==> run_1/sizes.png <==
The bar under the picture is 50 µm long.
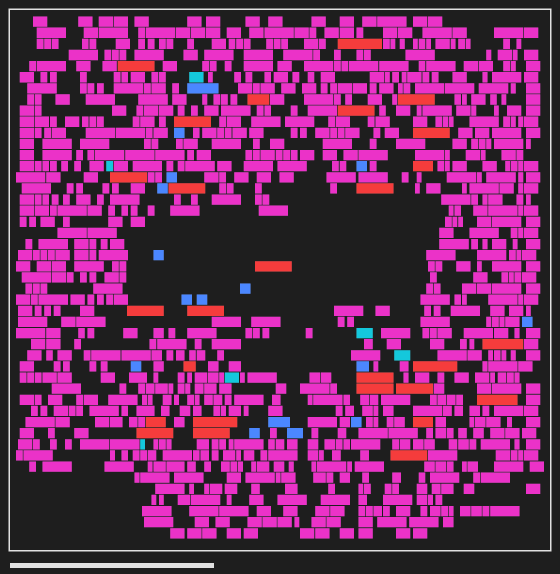
==> run_1/layer_met2.png <==
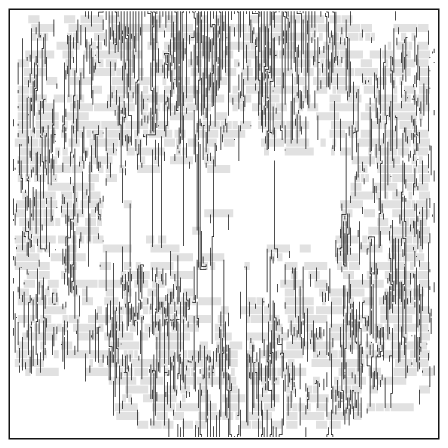
==> run_1/wires.png <==
Two of the layers only.
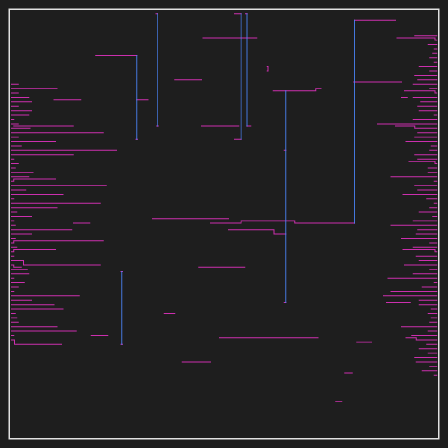
==> run_1/clocks.png <==
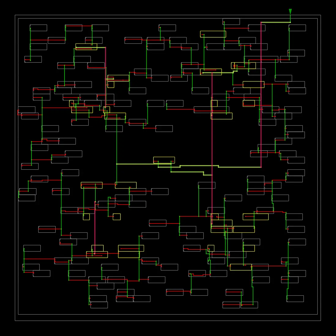
**config.mk**
```make
export PLATFORM = sky130hd
export DESIGN_NAME = dcache_req_ctrl
export DESIGN_NICKNAME = d
export VERILOG_FILES = /design/src/rtl/dcache_req_ctrl.sv
export SDC_FILE = /design/constraint.sdc
export NUM_CORES = 1
export LEC_CHECK = 0
export CAP_MARGIN = 20
export CORE_UTILIZATION = 35
export CTS_CLUSTER_SIZE = 16
export DETAILED_ROUTE_END_ITERATION = 10
export PLACE_DENSITY_LB_ADDON = 0.3
export SYNTH_ARGS = -nofsm -noshare
export SYNTH_HDL_FRONTEND = slang
export SYNTH_SLANG_ARGS = --single-unit
```
**constraint.sdc**
```tcl
create_clock -name clk -period 5.6 [get_ports clk]
set_clock_uncertainty 0.15 [all_clocks]
set_input_delay 0.56 -clock clk [delete_from_list [all_inputs] [get_ports clk]]
set_output_delay 0.56 -clock clk [all_outputs]
set_load 0.02 [all_outputs]
```
**src/rtl/dcache_req_ctrl.sv**
```systemverilog
// rtl/dcache_req_ctrl.sv - single-port data-cache request sequencer between EX and DCache
//
// Purpose: accepts at most one aligned load/store per cycle from EX, registers it,
// holds it stable toward the DCache until the matching ready, stalls the pipeline
// while waiting, returns load data to MEM and keeps stall/timeout debug state.
//
// Ports:
//   clk, rstn                 clock, synchronous active-high reset
//   EX_mem_rvalid/wvalid      load / store request from EX
//   EX_mem_addr/wdata/type    request address, store data, access type
//   EX_flush                  blocks acceptance of the EX request this cycle
//   dc_rvalid/wvalid          registered request to DCache
//   dc_addr/wdata/type        registered request fields
//   dc_rready/wready/rdata    DCache completion handshake and load data
//   MEM_mem_rdata             last completed load data
//   MEM_mem_done              one-cycle completion pulse
//   stall_dcache              pipeline freeze while a request waits
//   ale, req_err              one-cycle rejection pulses
//   wait_cnt                  stall-cycle counter (wraps)
//   timeout                   sticky: a wait lasted TIMEOUT cycles

module dcache_req_ctrl #(
    parameter int CNT_W   = 32,
    parameter int TIMEOUT = 1024
) (
    input  logic             clk,
    input  logic             rstn,
    input  logic             EX_mem_rvalid,
    input  logic             EX_mem_wvalid,
    input  logic [31:0]      EX_mem_addr,
    input  logic [31:0]      EX_mem_wdata,
    input  logic [2:0]       EX_mem_type,
    input  logic             EX_flush,
    output logic             dc_rvalid,
    output logic             dc_wvalid,
    output logic [31:0]      dc_addr,
    output logic [31:0]      dc_wdata,
    output logic [2:0]       dc_type,
    input  logic             dc_rready,
    input  logic             dc_wready,
    input  logic [31:0]      dc_rdata,
    output logic [31:0]      MEM_mem_rdata,
    output logic             MEM_mem_done,
    output logic             stall_dcache,
    output logic             ale,
    output logic             req_err,
    output logic [CNT_W-1:0] wait_cnt,
    output logic             timeout
);

    localparam int AGE_W = $clog2(TIMEOUT + 1);
    localparam logic [AGE_W-1:0] AGE_MAX = AGE_W'(TIMEOUT);

    typedef enum logic {
        S_IDLE = 1'b0,
        S_WAIT = 1'b1
    } state_t;

    state_t           r_state;
    state_t           w_state_nxt;
    logic             r_is_store;
    logic [31:0]      r_addr;
    logic [31:0]      r_wdata;
    logic [2:0]       r_type;
    logic [31:0]      r_rdata;
    logic             r_done;
    logic             r_ale;
    logic             r_err;
    logic [CNT_W-1:0] r_wait_cnt;
    logic [AGE_W-1:0] r_age;
    logic             r_timeout;

    logic w_match_ready;
    logic w_complete;
    logic w_stall;
    logic w_one_req;
    logic w_aligned;
    logic w_live;
    logic w_accept;

    always_comb begin
        w_match_ready = r_is_store ? dc_wready : dc_rready;
        w_complete    = (r_state == S_WAIT) & w_match_ready;
        w_stall       = (r_state == S_WAIT) & ~w_match_ready;
        w_one_req     = EX_mem_rvalid ^ EX_mem_wvalid;

        case (EX_mem_type)
            3'b000, 3'b001:         w_aligned = (EX_mem_addr[1:0] == 2'b00);
            3'b011, 3'b101, 3'b111: w_aligned = ~EX_mem_addr[0];
            default:                w_aligned = 1'b1;
        endcase

        // A stalled or flushed cycle neither accepts nor reports errors.
        w_live   = ~w_stall & ~EX_flush;
        w_accept = w_live & w_one_req & w_aligned;

        w_state_nxt = r_state;
        if (w_accept) begin
            w_state_nxt = S_WAIT;
        end else if (w_complete) begin
            w_state_nxt = S_IDLE;
        end
    end

    always_ff @(posedge clk) begin
        if (rstn) begin
            r_state    <= S_IDLE;
            r_is_store <= 1'b0;
            r_addr     <= '0;
            r_wdata    <= '0;
            r_type     <= '0;
            r_rdata    <= '0;
            r_done     <= 1'b0;
            r_ale      <= 1'b0;
            r_err      <= 1'b0;
            r_wait_cnt <= '0;
            r_age      <= '0;
            r_timeout  <= 1'b0;
        end else begin
            r_state <= w_state_nxt;
            r_done  <= w_complete;
            r_ale   <= w_live & w_one_req & ~w_aligned;
            r_err   <= w_live & EX_mem_rvalid & EX_mem_wvalid;

            if (w_accept) begin
                r_is_store <= EX_mem_wvalid;
                r_addr     <= EX_mem_addr;
                r_wdata    <= EX_mem_wdata;
                r_type     <= EX_mem_type;
                r_age      <= '0;
            end else if (w_stall && (r_age != AGE_MAX)) begin
                r_age <= r_age + AGE_W'(1);
            end

            if (w_complete && !r_is_store) begin
                r_rdata <= dc_rdata;
            end

            if (w_stall) begin
                r_wait_cnt <= r_wait_cnt + CNT_W'(1);
            end

            // Debug only: the FSM keeps waiting regardless of the flag.
            if (r_age == AGE_MAX) begin
                r_timeout <= 1'b1;
            end
        end
    end

    assign dc_rvalid     = (r_state == S_WAIT) & ~r_is_store;
    assign dc_wvalid     = (r_state == S_WAIT) &  r_is_store;
    assign dc_addr       = r_addr;
    assign dc_wdata      = r_wdata;
    assign dc_type       = r_type;
    assign MEM_mem_rdata = r_rdata;
    assign MEM_mem_done  = r_done;
    assign stall_dcache  = w_stall;
    assign ale           = r_ale;
    assign req_err       = r_err;
    assign wait_cnt      = r_wait_cnt;
    assign timeout       = r_timeout;

endmodule

```
==> notes.md, run 1 <==
flow finished, numbers: final setup violation count=0, top cell category=flip-flops and latches, Adder Share, Synth=0.634%, prevailing post-synth register cell=dfxtp_1, cts hold-fix bufs=0, RSZ-0062 raised after global routing=false, crit path capture type=output port, Clock-cell share=6.80%, Placed Area=0.00847 mm², CP max stage cell=clkdlybuf4s50_1, hold endpoint=MEM_mem_rdata[11]$_SDFFE_PP0P_, GR Layer Usage met1=26.0%, OpenROAD warning count=27, end of the worst register-to-register path=wait_cnt[27]$_SDFFE_PP0P_, Mean Syn Cell Area=8.16 µm², outcome=finished clean, Internal Pwr Total=1.97 mW, critical path type=in -> out, First-pass DRT Iterations=5, Comb area share=29.3%, reg2reg start=r_is_store$_SDFFE_PP0P_, routed wl met3=1280 µm, yosys stat chip area=0.00592 mm², fillcell total=1566, CORE AREA=0.0165 mm², die height=132 µm, initial antenna violation count=0, I/O pin count=244, Clk pin slew, worst setup/hold paths=60 ps, final antenna diode count=0, first-pass GRT wire length=29400 µm, relative slew slack=43.8%, GPL Wtd Cong=0.821, routed wl met2=8620 µm, Final WS setup=2000 ps, CP dominant cell by count=clkdlybuf4s50_1, peak supply drop=0.000199 V, largest power group=clock, Nets at Floorplan=834, final hold slack=303 ps, Final period util=64.3%, # resized after CTS=0, Basic Gates by Area=20.9%, GR peak layer=met2, cell area power density=284 mW/mm², die width=132 µm, area fraction in mux cells=0.803%, Synth area leader=dfxtp_1, Data required, critical path=4890 ps, yosys xor share=1.78%, Final Cell Area=0.00912 mm², Bufs and invs on worst path=3, Post-synth EDFFs=0, grt ovf=0, Gate Count Post-Synth=725, final std cells w/o fill=1164, most numerous logic cells after layout=clkdlybuf4s50_1 (242), dfxtp_1 (148), a21oi_1 (130), nand3_1 (83), nand2_1 (79), Top Metal Used=met4, HP Start=MEM_mem_rdata[11]$_SDFFE_PP0P_, via/cell ratio=5.20, Synth area leaders=dfxtp_1 (50%), a21oi_1 (11%), nand3_1 (7.0%), o21ai_0 (6.6%), nand2_1 (5.0%), fmax=0.278 GHz, post-route ant nets=0, die area=0.0174 mm², buffering overhead=27.9%, Registers, synthesis=148, num tapcells=220, Num CTS Buffers=17, register share of total power=42.3%, Seq group=1.10 mW, largest net degree at the start of global routing=79, clock group share of total power=45.6%, worst path arrival time=2890 ps, logic area=0.00267 mm², Net count, final=1040, CTS tree=yes, Top cell area share=50.1%, DR iter-0 viols=306, P&R area growth vs syn=54.1%, root buffer cell=clkbuf_16, Clock Path Buffers=2, # Cells Yosys=725, non-clock buffer count in the final layout=252, Logic pwr share=12.0%, fp util=35.8%, Worst path depth=5, worst setup path endpoint=stall_dcache, met3 Usage GRT=5.96%, CP Cell Sequence=clkdlybuf4s50_1 > mux2i_1 > nand2_1 > inv_2 > clkdlybuf4s50_1, hold path cells=2, critical path fanouts, max=12, CP max stage delay=650 ps, met1 WL=8000 µm, Hold/Removal Path Class=reg -> reg, Max-cap violations=0, port bufs=243, measured slew at the worst slew-check pin=843 ps, minimum clock period=3600 ps, Async S/R FF share, synth=0%, Final TNS setup=0 ps, Critical Path Source Type=input pin, Leakage=2.97 nW, Critical Path Start=dc_rready, Net Sw Frac=24.1%, final design utilization=55.2%, DRC viols=0, clkbuf count=21, Seq/Total Area, Yosys=50.1%
Notes on sizes.png above:
blue -> _3 and _4 cells  # cells 16
magenta -> _0 and _1 cells  # cells 895
red -> _6 and larger  # cells 27
cyan -> _2 cells  # cells 6

Notes on layer_met2.png above:
main direction = vertical
share of all routed wire = 47%
nets with wire on the layer = 848
wire length on this layer = 8620 µm
longest straight run = 47.9 µm
vias after detailed routing: 6057
GR Util met2: 34.5%

Notes on wires.png above:
magenta -> metal 3  # wire length 1280 µm
blue -> metal 4  # wire length 284 µm
Global Route Usage Sum: 21.0%
Post-Route WL: 18200 µm
routed len/inst: 15.6 µm

Notes on clocks.png above:
clk pwr: 1.18 mW
CTS sink count: 148
Late-Pin Clk Latency: 410 ps

==> run 1 -> run 2 <==
Clock period 5.6 ns to 3.1 ns, I/O delays scaled along.
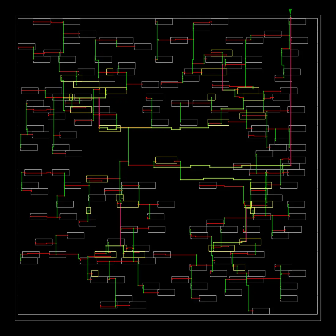
(run_2/clocks.png)
clk pwr: 2.10 mW
Num CTS Buffers: 17
clkbuf count: 20
Late-Pin Clk Latency: 420 ps

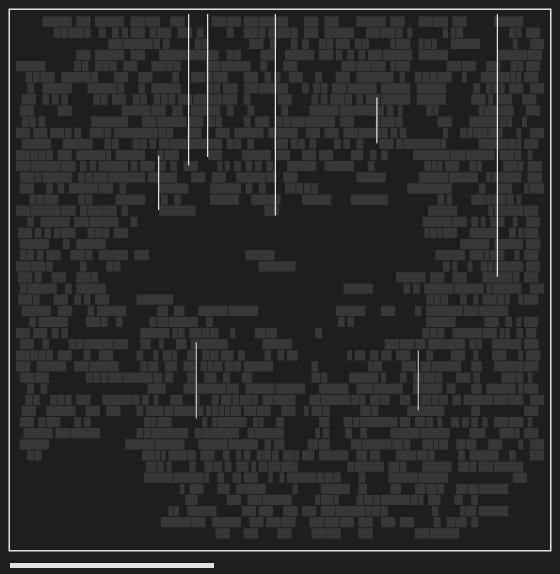
(run_2/layer_met4.png)
The bar under the picture is 50 µm long.
share of all routed wire = 1.4%
main direction = vertical
vias after detailed routing: 6016
Post-Route WL: 17900 µm

==> run 2 against run 1 <==
Synthesized area unchanged. Non-clock buffer count rose by 5. Sequential power rose by about 80%. Global-route usage decreased by 0.51 points. Via count is 0.68% lower. Combinational power up 83%. Critical path depth fell by 1. Routed wire length fell by 1.7%. Clock power increased by 78%. Critical endpoint unchanged. Largest power group unchanged.
==> notes.md, run 2 <==
flow finished, numbers: reg2reg start=r_is_store$_SDFFE_PP0P_, Post-synth top cells=dfxtp_1 (148), a21oi_1 (130), nand3_1 (83), nand2_1 (79), o21ai_0 (78), Nets at Floorplan=834 (unchanged), logic area=0.00267 mm² (unchanged), postcts setup bufs=0, critical path type=reg -> out, Unique cell types=36, CTS sink count=148 (unchanged), CTS H-tree depth=4, GR Layer Usage met1=25.6% (-0.39 points), buffering overhead=28.3% (+0.38 points), Main logic family=simple AND/OR/NAND/NOR gates, via/cell ratio=5.15 (-1.1%), layout cell share with drive strength beyond 1=5.58%, Internal Pwr Total=3.52 mW (+79%), I/O pin count=244 (unchanged), DPL Wire Length=11500 µm, Tot Pwr=4.66 mW, GR Util met2=32.6% (-2.0 points), register share of total power=42.6% (+0.3 points), pins over their slew limit=0, Post-synth EDFFs=0 (unchanged), met1 WL=8070 µm (+0.93%), clock group share of total power=45.1% (-0.5 points), CTS tree=yes, crit path capture type=output port, Commonest Layout Cell=clkdlybuf4s50_1, Comb area share=29.2% (-0.060 points), die height=132 µm (unchanged), Clock-cell share=6.56% (-0.25 points), Synth top cell by count=dfxtp_1, count of final hold-check violations=0, # Cells Yosys=725 (unchanged), Mean Syn Cell Area=8.16 µm² (unchanged), prevailing post-synth register cell=dfxtp_1, measured slew at the worst slew-check pin=726 ps (-117 ps), Max-cap violations=0 (unchanged), fmax=0.403 GHz, worst setup path endpoint=stall_dcache, Placed Area=0.00854 mm² (+0.80%), hold path cells=2 (unchanged), mapped cell area=0.00592 mm², Top cell area share=50.1% (unchanged), area fraction in mux cells=0.803% (unchanged), Critical Path Start=r_is_store$_SDFFE_PP0P_, flop count=148, Async S/R FF share, synth=0% (unchanged), First-pass DRT Iterations=4 (-1), final setup violation count=0 (unchanged), CORE AREA=0.0165 mm² (unchanged), die width=132 µm (unchanged), Net count, final=1045 (+0.48%), GR peak layer=met2, grt ovf=0 (unchanged), Logic pwr share=12.3% (+0.3 points), met3 Usage GRT=7.42% (+1.5 points), routed len/inst=15.3 µm (-2.1%), Top Metal Used=met4, Final TNS setup=0 ps (unchanged), Final WS setup=619 ps (-1380 ps), # resized after CTS=0 (unchanged), Leakage=2.98 nW (+0.63%), dpl cells=1137, Final Cell Area=0.00914 mm² (+0.21%), RSZ-0062 raised after global routing=false, Non-clk invs=12, pre-CTS setup slack=304 ps, vias in the first global route=5639, Synth area leaders=dfxtp_1 (50%), a21oi_1 (11%), nand3_1 (7.0%), o21ai_0 (6.6%), nand2_1 (5.0%), yosys stat chip area=0.00592 mm² (unchanged), CP Cell Sequence=mux2i_1 > nand2_1 > inv_2 > clkdlybuf4s50_1, largest power group=clock, fp util=35.8% (unchanged), final hold slack=279 ps (-24.3 ps), fillcell total=1550 (-1.0%), R2R setup slack=700 ps, end of the worst register-to-register path=wait_cnt[18]$_SDFFE_PP0P_, final std cells w/o fill=1169 (+0.43%), num tapcells=220 (unchanged), DR iter-0 viols=518 (+69%), first-pass GRT wire length=28700 µm (-2.5%), most numerous logic cells after layout=clkdlybuf4s50_1 (242), dfxtp_1 (148), a21oi_1 (130), nand3_1 (83), nand2_1 (79), HP Start=rstn, outcome=finished clean, yosys xor share=1.78% (unchanged), GPL Wtd Cong=0.785 (-4.4%), worst r2r path cells=4, Hold/Removal Path Class=in -> reg, port bufs=243 (unchanged), Clock Path Buffers=2 (unchanged), Seq group=1.98 mW (+80%), final antenna diode count=0 (unchanged), #MultiIn Comb=500, Worst path depth=4 (-1), Data required, critical path=2640 ps (-2250 ps), Final period util=80.0%, hold endpoint=wait_cnt[4]$_SDFFE_PP0P_, Basic Gates by Area=20.9% (unchanged), Net Sw Frac=24.4% (+0.35 points), largest net degree at the start of global routing=79 (unchanged), Adder Share, Synth=0.634% (unchanged), peak supply drop=0.000390 V (+96%), routed wl met2=8250 µm (-4.3%), CP max stage cell=clkdlybuf4s50_1, Registers, synthesis=148 (unchanged), worst path arrival time=2020 ps (-870 ps), Bufs and invs on worst path=2 (-1), DRC viols=0 (unchanged), Sequential Area=0.00296 mm², minimum clock period=2480 ps, combinational power=571 µW, non-clock buffer count in the final layout=257 (+2.0%), Clk pin slew, worst setup/hold paths=60 ps (about the same), Net Switching=1.14 mW, Global Route Usage Sum=20.4% (-0.51 points), Synth area leader=dfxtp_1, die area=0.0174 mm² (unchanged), cts hold-fix bufs=0 (unchanged), Top Family by Delay on Critical Path=buffers and inverters, OpenROAD warning count=27 (unchanged), routed wl met3=1310 µm (+2.5%), Critical Path Source Type=flop, row count=47, top cell category=flip-flops and latches, critical path fanouts, max=9 (-3), warnings from Yosys=0, Seq/Total Area, Yosys=50.1% (unchanged), Gate Count Post-Synth=725 (unchanged), root buffer cell=clkbuf_16, initial antenna violation count=0 (unchanged), cell area power density=509 mW/mm² (+79%), final design utilization=55.3% (+0.11 points), CP max stage delay=650 ps (about the same), P&R area growth vs syn=54.5%, relative slew slack=51.6% (+7.8 points), post-route ant nets=0 (unchanged), Seq/total area=32.4%
No activity file was given, so power comes from the tool's default toggle rates.
